**config.mk**
```make
export PLATFORM = sky130hd
export DESIGN_NAME = blake_g_inverse_piped
export DESIGN_NICKNAME = d
export VERILOG_FILES = /design/src/rtl/blake_pkg.sv /design/src/rtl/blake_g_half_inv.sv /design/src/rtl/blake_g_inverse_piped.sv
export SDC_FILE = /design/constraint.sdc
export NUM_CORES = 1
export LEC_CHECK = 0
export CORE_ASPECT_RATIO = 2
export CORE_MARGIN = 3
export CORE_UTILIZATION = 40
export DETAILED_ROUTE_END_ITERATION = 10
export GPL_TIMING_DRIVEN = 0
export PLACE_DENSITY = 0.73
export SYNTH_ARGS = -nofsm -noshare
export SYNTH_HDL_FRONTEND = slang
export SYNTH_SLANG_ARGS = --single-unit
```
**constraint.sdc**
```tcl
create_clock -name clk -period 15.7 [get_ports clk]
set_input_delay 4.71 -clock clk [delete_from_list [all_inputs] [get_ports clk]]
set_output_delay 4.71 -clock clk [all_outputs]
set_load 0.05 [all_outputs]
```
**src/rtl/blake_pkg.sv**
```systemverilog
// Shared definitions for the BLAKE-256 G datapath.
//   WORD_W          : state word width (32)
//   R16/R12/R8/R7   : G rotation amounts
//   word_t          : one state word
//   rotl32/rotr32   : 32-bit circular rotates (rotate amount taken modulo 32)
package blake_pkg;

  localparam int unsigned WORD_W = 32;

  localparam int unsigned R16 = 16;
  localparam int unsigned R12 = 12;
  localparam int unsigned R8  = 8;
  localparam int unsigned R7  = 7;

  typedef logic [WORD_W-1:0] word_t;

  function automatic word_t rotl32(input word_t x, input int unsigned n);
    int unsigned s;
    s = n % WORD_W;
    // A zero rotate would otherwise shift right by the full width.
    if (s == 0) begin
      return x;
    end
    return (x << s) | (x >> (WORD_W - s));
  endfunction

  function automatic word_t rotr32(input word_t x, input int unsigned n);
    return rotl32(x, (WORD_W - (n % WORD_W)) % WORD_W);
  endfunction

endpackage

```
**src/rtl/blake_g_half_inv.sv**
```systemverilog
// Combinational inverse of one half of the BLAKE-256 G function.
// Given the words after a half-step (a, b, c, d) and the addend m used in that
// half-step, recovers the words before it.
//   RB, RD              : rotate amounts the forward half-step applied to b and d
//   a, b, c, d          : words after the half-step
//   m                   : message/constant addend of the half-step
//   a_out..d_out        : words before the half-step
module blake_g_half_inv
  import blake_pkg::*;
#(
  parameter int unsigned RB = R7,
  parameter int unsigned RD = R8
) (
  input  logic [WORD_W-1:0] a,
  input  logic [WORD_W-1:0] b,
  input  logic [WORD_W-1:0] c,
  input  logic [WORD_W-1:0] d,
  input  logic [WORD_W-1:0] m,
  output logic [WORD_W-1:0] a_out,
  output logic [WORD_W-1:0] b_out,
  output logic [WORD_W-1:0] c_out,
  output logic [WORD_W-1:0] d_out
);

  // Forward half-step: a'=a+b+m; d'=rotr(d^a',RD); c'=c+d'; b'=rotr(b^c',RB).
  // Undo it in reverse order; a needs the recovered b, not the incoming one.
  always_comb begin
    b_out = rotl32(b, RB) ^ c;
    c_out = c - d;
    d_out = rotl32(d, RD) ^ a;
    a_out = a - b_out - m;
  end

endmodule

```
**src/rtl/blake_g_inverse_piped.sv**
```systemverilog
// Two-stage pipelined inverse of the BLAKE-256 G function with a valid/ready
// handshake on both sides, so a slow readback consumer can stall it.
//   clk, rst               : rising-edge clock, asynchronous active-high reset
//   in_valid / in_ready    : input beat handshake (in_ready is combinational
//                            from out_ready)
//   a_in..d_in             : post-G words a2/b2/c2/d2
//   msg_i, msg_ip          : pre-XORed message/constant addends of the first and
//                            second half of G, presented in the same beat
//   out_valid / out_ready  : output handshake; out_valid and data are registered
//   a_out..d_out           : recovered pre-G words
module blake_g_inverse_piped
  import blake_pkg::*;
(
  input  logic              clk,
  input  logic              rst,
  input  logic              in_valid,
  output logic              in_ready,
  input  logic [WORD_W-1:0] a_in,
  input  logic [WORD_W-1:0] b_in,
  input  logic [WORD_W-1:0] c_in,
  input  logic [WORD_W-1:0] d_in,
  input  logic [WORD_W-1:0] msg_i,
  input  logic [WORD_W-1:0] msg_ip,
  output logic              out_valid,
  input  logic              out_ready,
  output logic [WORD_W-1:0] a_out,
  output logic [WORD_W-1:0] b_out,
  output logic [WORD_W-1:0] c_out,
  output logic [WORD_W-1:0] d_out
);

  // Handshake state: one valid bit per stage.
  logic s1_valid_q, s1_valid_d;
  logic out_valid_q, out_valid_d;
  logic s1_load;
  logic s2_adv;

  // Stage 1 results (a1..d1) plus the first-half addend travelling alongside.
  word_t s1_a_q, s1_b_q, s1_c_q, s1_d_q, s1_mi_q;
  word_t s1_a_d, s1_b_d, s1_c_d, s1_d_d;

  // Output registers.
  word_t o_a_q, o_b_q, o_c_q, o_d_q;
  word_t o_a_d, o_b_d, o_c_d, o_d_d;

  // Stage 1 undoes the second half of G (b rotate 7, d rotate 8, addend msg_ip).
  blake_g_half_inv #(
    .RB (R7),
    .RD (R8)
  ) u_half_inv_s1 (
    .a     (a_in),
    .b     (b_in),
    .c     (c_in),
    .d     (d_in),
    .m     (msg_ip),
    .a_out (s1_a_d),
    .b_out (s1_b_d),
    .c_out (s1_c_d),
    .d_out (s1_d_d)
  );

  // Stage 2 undoes the first half of G (b rotate 12, d rotate 16, addend msg_i).
  blake_g_half_inv #(
    .RB (R12),
    .RD (R16)
  ) u_half_inv_s2 (
    .a     (s1_a_q),
    .b     (s1_b_q),
    .c     (s1_c_q),
    .d     (s1_d_q),
    .m     (s1_mi_q),
    .a_out (o_a_d),
    .b_out (o_b_d),
    .c_out (o_c_d),
    .d_out (o_d_d)
  );

  // Stage 2 moves when it holds something and the output slot is free or
  // draining this cycle; stage 1 can then take a new beat in the same edge.
  always_comb begin
    s2_adv   = s1_valid_q & (~out_valid_q | out_ready);
    in_ready = ~s1_valid_q | s2_adv;
    s1_load  = in_valid & in_ready;

    s1_valid_d = s1_valid_q;
    if (s1_load) begin
      s1_valid_d = 1'b1;
    end else if (s2_adv) begin
      s1_valid_d = 1'b0;
    end

    out_valid_d = out_valid_q;
    if (s2_adv) begin
      out_valid_d = 1'b1;
    end else if (out_ready) begin
      out_valid_d = 1'b0;
    end
  end

  always_ff @(posedge clk or posedge rst) begin
    if (rst) begin
      s1_valid_q  <= 1'b0;
      out_valid_q <= 1'b0;
    end else begin
      s1_valid_q  <= s1_valid_d;
      out_valid_q <= out_valid_d;
    end
  end

  // Data registers only load on a transfer, so stalled stages hold their data.
  always_ff @(posedge clk or posedge rst) begin
    if (rst) begin
      s1_a_q  <= '0;
      s1_b_q  <= '0;
      s1_c_q  <= '0;
      s1_d_q  <= '0;
      s1_mi_q <= '0;
    end else if (s1_load) begin
      s1_a_q  <= s1_a_d;
      s1_b_q  <= s1_b_d;
      s1_c_q  <= s1_c_d;
      s1_d_q  <= s1_d_d;
      s1_mi_q <= msg_i;
    end
  end

  always_ff @(posedge clk or posedge rst) begin
    if (rst) begin
      o_a_q <= '0;
      o_b_q <= '0;
      o_c_q <= '0;
      o_d_q <= '0;
    end else if (s2_adv) begin
      o_a_q <= o_a_d;
      o_b_q <= o_b_d;
      o_c_q <= o_c_d;
      o_d_q <= o_d_d;
    end
  end

  assign out_valid = out_valid_q;
  assign a_out     = o_a_q;
  assign b_out     = o_b_q;
  assign c_out     = o_c_q;
  assign d_out     = o_d_q;

endmodule
```
==> impl_metrics.yaml, run 1 <==
# generated from flow reports
floorplanning:
  die-area_um2: 51900
  io_pins: 326
  row_count: 114
  die_x_um: 163
  core_area_um2: 48400
  die-height_um: 319
  initCoreUtil_pct: 40.6
setup_path:
  reg2reg_depth: 14
  start_kind: "primary input"
  crit_path_max_fanout: 4
  crit_start: "out_ready"
  crit_type: "primary input to output port"
  cpPeakStageDelay_ns: 0.83
  path_common_cell: "clkdlybuf4s50_1"
  arrival_ns: 6.17
  r2r-end: "a_out[30]$_DFFE_PP0P_"
  r2r_slack_ns: 11.37
  r2r-start: "s1_b_q[20]$_DFFE_PP0P_"
  slowest_stage: "clkdlybuf4s50_1"
  critPathRequiredTime_ns: 10.99
  crit_path_end: "in_ready"
  cp_cell_sequence: "clkdlybuf4s50_1, nand3b_1, clkdlybuf4s50_1"
  cp-end-kind: "output port"
grt:
  grt_max_degree: 129
  antenna_found_initial: 0
  grt_overflow: 0
  grt_pass1_wl_um: 116000
  grt_pass1_vias: 18300
yosys:
  ys_types: 81
  synth-seq-cells: 290
  syn_nets: 2569
  synth_top_area_share_pct: 37.0
  synth_seq_share_pct: 37.0
  async_flop_share_pct: 100
  avgSynthCellArea_um2: 8.99
  largest_area_cell: "dfrtp_1"
  top_cells_by_area: "dfrtp_1, ha_1, nand2_1"
  yosysChipArea_um2: 19600
  syn_inst: 2181
  yosys_warnings: 0
  flop_cell: "dfrtp_1"
  syn_area_um2: 19600
  ys_cells: 2181
  edf_count: 0
run_status:
  outcome: "finished, final reports clean"
final_layout:
  syn2layout_area_growth_pct: 25.1
  final_area_um2: 24500
  fillCellCount: 4530
  lay_top_count: "nand2_1"
  fin_util_pct: 50.8
  fin_nets: 2924
  layout_top_cells: "nand2_1, clkdlybuf4s50_1, dfrtp_1, o21ai_0, inv_1"
  antenna_cells: 0
  drive_above_1_share_pct: 3.60
sta:
  maxSlewHeadroom_pct: 24.2
  slew_viol_final: 0
  period_used_pct: 69.3
  worst_pin_slew_ns: 1.14
  hold_viol: 0
  min_period_ns: 10.88
  fmaxAchievable_mhz: 91.9
  rsz0062_at_grt: "false"
  setup_viol: 0
clock_tree:
  cts_hold_repair.buffers: 0
  cts_buffers: 26
  clock-sinks: 290
  cts.htree.levels: 1
  cts_root_buffer: "clkbuf_16"
  cts_tree: "built"
  post_cts_resized: 0
  cts_setup_buffers: 0
  cts.clk_slew.worst_paths_ns: 0.07
  clk_path_buf_depth: 3
drt:
  remaining_drc_errors: 0
  ant_nets: 0
  drtIter0Drc: 1146
  via_per_inst: 5.50
  drtPass1Iterations: 5
power:
  power.leakage_nw: 10.9
  ir_drop_mv: 0.121
  p_per_area_nw_per_um2: 208
placed_design:
  hpwl_um: 68700
  routabilityCongestion: 1.05
  port_buffers: 325
  dpl_cell_area_um2: 23700
job:
  maxCapViolCount: 0
  tool_warnings: 30
min_path:
  hold_class: "flop to flop"
run 1: stage by stage:
step	setup TNS (ns)	setup slack (ns)	instances	power (mW)	hold slack, ns
final	0	4.82	3193	5.11	0.483
after global routing	0	4.79	3193	5.42	0.512
after CTS	0	4.82	3193	5.10	0.490
after detailed placement	0	4.83	3146	4.45	0.474
after global placement	-109.67	-0.440	3144	4.40	0.465
after floorplan	0	2.98	2181	3.36	0.452
run 1: sequential cells by signal (all words and copies together) (netlist names), 32 cells and up:
signal   flops
d_out       32
s1_c_q      32
s1_d_q      32
s1_b_q      32
b_out       32
a_out       32
s1_a_q      32
c_out       32
s1_mi_q     32
run 1: worst min-delay path by stage:
stage / depth (start not counted) / from / end / slack, ns
2_1_floorplan: 2 / s1_mi_q[1]$_DFFE_PP0P_ / s1_mi_q[1]$_DFFE_PP0P_ / 0.45
3_3_place_gp: 2 / a_out[1]$_DFFE_PP0P_ / a_out[1]$_DFFE_PP0P_ / 0.46
3_5_place_dp: 2 / a_out[6]$_DFFE_PP0P_ / a_out[6]$_DFFE_PP0P_ / 0.47
4_1_cts: 2 / a_out[6]$_DFFE_PP0P_ / a_out[6]$_DFFE_PP0P_ / 0.49
5_1_grt: 2 / a_out[1]$_DFFE_PP0P_ / a_out[1]$_DFFE_PP0P_ / 0.51
6_report: 2 / b_out[7]$_DFFE_PP0P_ / b_out[7]$_DFFE_PP0P_ / 0.48
run 1: worst max-delay path: cells and delay by family:
family / cells / cell delay [ns]
buffers and inverters: 2 / 1.29
and+or+nand+nor: 1 / 0.17
run 1: metal layers:
metal	vias up	track usage (%)	share of wire, %
li1	8125	-	-
met1	8449	31.3	34
met2	738	54.8	51
met3	234	2.85	4.8
met4	0	25.2	10
met5	-	0	0
run 1: Yosys cell counts (all sizes together), types with 4 or more instances:
cell    count
nand3b      4
nor3       11
o21bai     15
a211oi     20
o21a       11
xor2       82
a221o       4
mux2        4
o311ai      6
dfrtp     290
nand3      26
o31ai      14
nand4      17
a21boi      4
buf        14
fa         64
or2         4
a31o        5
and2        9
a211o       7
a311o       4
nor2b      14
nand2     372
nand2b     19
nor3b       6
a21oi     119
or3         6
inv       161
a31oi      10
o211ai     12
clkbuf     70
o21ai     316
and3       10
a21o       59
nor2       76
xnor2     154
ha        128
run 1: cells by family (layout without fill, tap and decap cells):
family / count (synthesis) / after routing / share of synthesized area, %
and+or+nand+nor: 586 / 586 / 13.0
muxes: 6 / 6 / 0.332
DFF: 290 / 290 / 37.0
xor gates and xnor gates: 236 / 236 / 10.5
adders and majority gates: 192 / 192 / 14.7
buffers and inverters: 245 / 619 / 4.87
AOI/OAI and AO/OA: 626 / 626 / 19.5
run 1: cell type report:
type	count	area [um2]	area share, %
Timing Repair Buffer	327	3310	13.5
Buffer	84	352	1.43
Sequential cell	290	7260	29.6
Tap cell	638	798	3.25
Clock buffer	35	724	2.95
Inverter	161	612	2.49
Multi-Input combinational cell	1646	11400	46.4
Clock inverter	12	92.6	0.377
run 1: where the power goes:
part | switching, mW | internal [mW] | leakage (nW)
Sequential | 0.272 | 0.998 | 3.54
Clock | 0.312 | 0.328 | 0.403
Combinational | 2.01 | 1.18 | 6.97
**Run 1: cells coloured by class**

The bar under the picture is 50 um long.
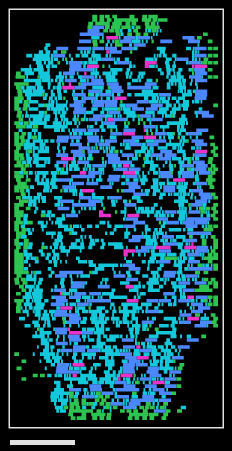
Blue is flops, cells 290, share of their area 31%. Green is other buffers and delay cells, cells 411, share of their area 15%. Cyan is all other logic, cells 1,807, share of their area 51%. Magenta is clock drivers and dummy loads, cells 47, share of their area 3.4%.

**Run 1: clock wires, drivers and flops**

The bar under the picture is 50 um long.
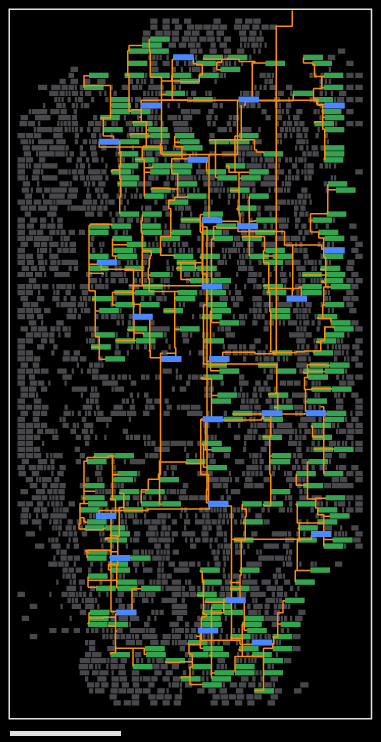
Blue is cells driving clock nets, count 26. Orange is clock wires, length 3,940 um. Green is flip-flops, count 290.
There are 27 routed clock nets.
clk_lat worst skew: 0.58 ns
clock skew: 0.0273 ns
P_clk: 0.640 mW

**Run 1: signal metal coverage by tile**

The bar under the picture is 50 um long. The die is cut into 16 by 32 equal tiles; dark blue is low, red is high, scaled to the fullest tile. Values are wire area over tile area, all layers added.
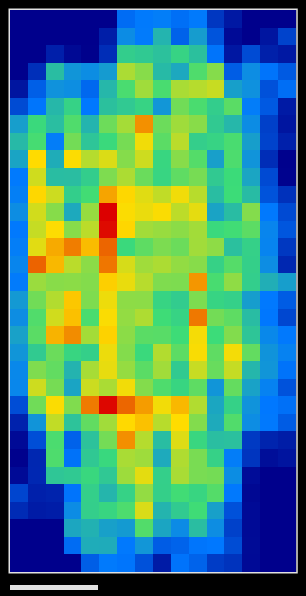
9.0% of the tiles are nearly empty. The emptiest ninth of the die: south-east. The densest ninth of the die: centre. The mean over all tiles is 0.26.
DR vias: 17,500
GRT Overall Usage: 30.4%
final wirelength: 80,100 um
drt wl/cell: 25.1 um

==> inputs of run 2 (changes only) <==
- PLACE_DENSITY: 0.73 -> 0.75
- clock period: 15.7 -> 9.3 ns (I/O delays scaled with it)
**Run 2: signal metal coverage by tile**

The bar under the picture is 50 um long. The die is cut into 16 by 32 equal tiles; dark blue is low, red is high, scaled to the fullest tile. Values are wire area over tile area, all layers added.
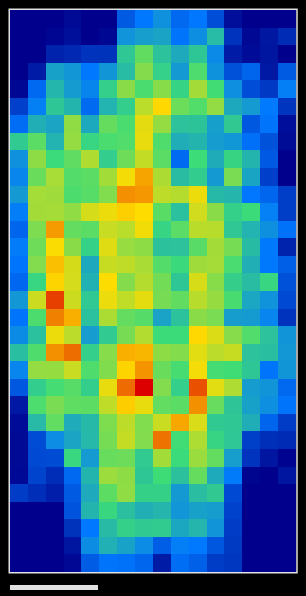
The densest ninth of the die: centre. The fullest tile reaches 0.68. The mean over all tiles is 0.27. 37% of the tiles are over half the peak. 10% of the tiles are nearly empty.
DR vias: 17,600
GRT Overall Usage: 30.8%

==> impl_metrics.yaml, run 2 <==
# generated from flow reports
drt:
  drtPass1Iterations: 5
  routed_wl_um: 81000
  remaining_drc_errors: 0
  drtIter0Drc: 1149
  routedWlPerCell_um: 25.3
  ant_nets: 0
  via_per_inst: 5.51
setup_path:
  r2r-start: "s1_b_q[21]$_DFFE_PP0P_"
  cp-end-kind: "output port"
  crit_path_max_fanout: 4
  critPathRequiredTime_ns: 6.51
  slowest_stage: "clkdlybuf4s50_1"
  path_delay_family: "buffers and inverters"
  r2r_slack_ns: 4.98
  crit_type: "primary input to output port"
  start_kind: "primary input"
  reg2reg_depth: 13
  cpPeakStageDelay_ns: 0.84
  arrival_ns: 4.29
  r2r-end: "a_out[31]$_DFFE_PP0P_"
  crit_cells: 3
  path_common_cell: "clkdlybuf4s50_1"
  worst-path-buf-inv: 2
  cp_cell_sequence: "clkdlybuf4s50_1, nand3b_1, clkdlybuf4s50_1"
  crit_start: "out_ready"
  crit_path_end: "in_ready"
sta:
  setup_viol: 0
  min_period_ns: 7.08
  maxSlewHeadroom_pct: 28.6
  period_used_pct: 76.1
  fmaxAchievable_mhz: 141
  slew_viol_final: 0
  rsz0062_at_grt: "false"
  hold_viol: 0
  worst_pin_slew_ns: 1.06
  clock_skew_ns: 0.0184
  finalSetupTns_ns: 0
  fin_hold_ws_ns: 0.480
yosys:
  synth_top_area_share_pct: 37.0
  yosys_warnings: 0
  flop_cell: "dfrtp_1"
  synth-seq-cells: 290
  syn_area_um2: 19600
  edf_count: 0
  ys_types: 81
  synth_top_cell_by_count: "nand2_1"
  yosysChipArea_um2: 19600
  top_cells_by_area: "dfrtp_1, ha_1, nand2_1"
  syn_inst: 2181
  synth_seq_share_pct: 37.0
  largest_area_cell: "dfrtp_1"
  async_flop_share_pct: 100
  yosys-top-cells-count: "nand2_1, dfrtp_1, o21ai_0, inv_1, xnor2_1"
  avgSynthCellArea_um2: 8.99
  ys_cells: 2181
  syn_nets: 2569
placed_design:
  port_buffers: 325
  place_inst: 3152
  hpwl_um: 70200
  routabilityCongestion: 1.02
power:
  finalPower_mw: 8.72
  power.leakage_nw: 11.0
  ir_drop_mv: 0.232
  p_per_area_nw_per_um2: 352
floorplanning:
  die_x_um: 163
  initCoreUtil_pct: 40.6
  io_pins: 326
  die-area_um2: 51900
  core_area_um2: 48400
  die-height_um: 319
  row_count: 114
clock_tree:
  cts_root_buffer: "clkbuf_16"
  cts_hold_repair.buffers: 0
  clk_path_buf_depth: 3
  cts_setup_buffers: 0
  cts_tree: "built"
  cts.clk_slew.worst_paths_ns: 0.07
  cts_buffers: 27
  cts.htree.levels: 1
  worstSkewPairLatency_ns: 0.57
  post_cts_resized: 0
  clock-sinks: 290
final_layout:
  layout_top_cells: "nand2_1, clkdlybuf4s50_1, dfrtp_1, o21ai_0, inv_1"
  fin_util_pct: 51.2
  lay_top_count: "nand2_1"
  fin_cells: 3202
  fillCellCount: 4496
  drive_above_1_share_pct: 3.98
  fin_nets: 2931
  syn2layout_area_growth_pct: 26.2
job:
  maxCapViolCount: 0
  tool_warnings: 28
grt:
  grt_pass1_vias: 18600
  grt_overflow: 0
  grt_pass1_wl_um: 117000
  antenna_found_initial: 1
  grt_max_degree: 47
run_status:
  outcome: "finished, final reports clean"
min_path:
  hold_class: "flop to flop"
**Run 2: clock wires, drivers and flops**

The bar under the picture is 50 um long.
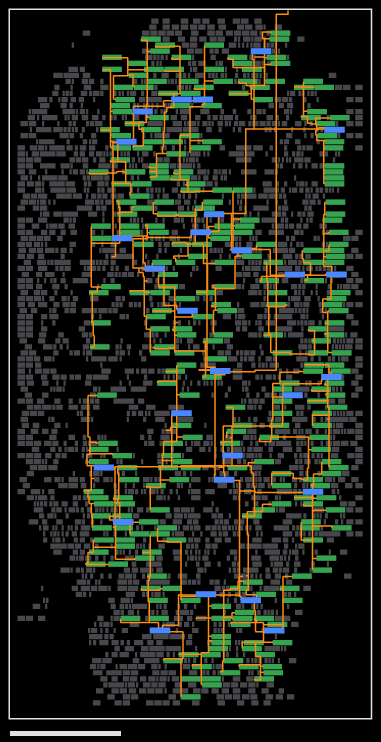
Blue is cells driving clock nets, count 27. Orange is clock wires, length 3,860 um. Green is flip-flops, count 290.
There are 28 routed clock nets.

-- run 2: cell counts after synthesis --
Identical to the previous run, type by type.
-- run 2: metal layers --
layer  part of all wire (%)  wire length (um)  GRT usage [%]  vias up
met5                      0                 0              0        -
met1                     34             27400           32.3     8452
met2                     50             40700           54.3      776
met3                    4.9              3940           2.70      260
li1                       -                 -              -     8141
met4                     11              8910           27.0        0
-- run 2: worst min-delay path by stage --
stage	from	endpoint	cells after the start
after global routing	a_out[1]$_DFFE_PP0P_	a_out[1]$_DFFE_PP0P_	2
after detailed placement	a_out[1]$_DFFE_PP0P_	a_out[1]$_DFFE_PP0P_	2
after floorplan	s1_mi_q[1]$_DFFE_PP0P_	s1_mi_q[1]$_DFFE_PP0P_	2
after global placement	a_out[1]$_DFFE_PP0P_	a_out[1]$_DFFE_PP0P_	2
final	a_out[1]$_DFFE_PP0P_	a_out[1]$_DFFE_PP0P_	2
after CTS	a_out[1]$_DFFE_PP0P_	a_out[1]$_DFFE_PP0P_	2
-- run 2: logic make-up (layout without fill, tap and decap cells) --
kind of cell / count (synthesis) / in the layout / synth area share [%]
buffers and inverters: 245 / 627 / 4.87
DFF: 290 / 290 / 37.0
xor gates and xnor gates: 236 / 236 / 10.5
other: 0 / 1 / 0
and+or+nand+nor: 586 / 586 / 13.0
AOI/OAI and AO/OA: 626 / 626 / 19.5
adders and majority gates: 192 / 192 / 14.7
muxes: 6 / 6 / 0.332
-- run 2: power breakdown --
| group | switching [mW] | internal [mW] | leakage, nW |
|---|---|---|---|
| logic | 3.38 | 2.00 | 7.02 |
| clock network | 0.522 | 0.652 | 0.448 |
| registers | 0.475 | 1.69 | 3.54 |
| total | 4.38 | 4.34 | 11.0 |
-- run 2: layout make-up --
class | instances | area [um2] | share of cell area (%)
well taps | 638 | 798 | 3.23
inverters | 161 | 608 | 2.46
flip-flops and latches | 290 | 7260 | 29.3
plain buffers | 84 | 352 | 1.42
diodes | 1 | 2.50 | 0.0101
clock inverters | 15 | 170 | 0.688
repair buffers | 333 | 3420 | 13.8
multi-input cells | 1646 | 11400 | 46.1
clock buffers | 34 | 742 | 3.00
-- run 2: per-stage QoR --
step	setup slack, ns	area, um2
2_1_floorplan	2.66	19600
3_3_place_gp	0.712	23700
3_5_place_dp	1.89	23800
6_report	2.22	24800
5_1_grt	2.19	24700
4_1_cts	2.23	24700
-- run 2: worst reg2reg max path, delay by kind of cell (launching register included) --
kind	cells	cell delay, ns
simple gates	2	0.55
xor+xnor	1	0.81
fa+ha+maj	2	0.63
compound gates	7	1.66
buf+inv	1	0.05
flops	1	0.54
Power figures rest on the tool's default switching activity, not on a simulated workload.
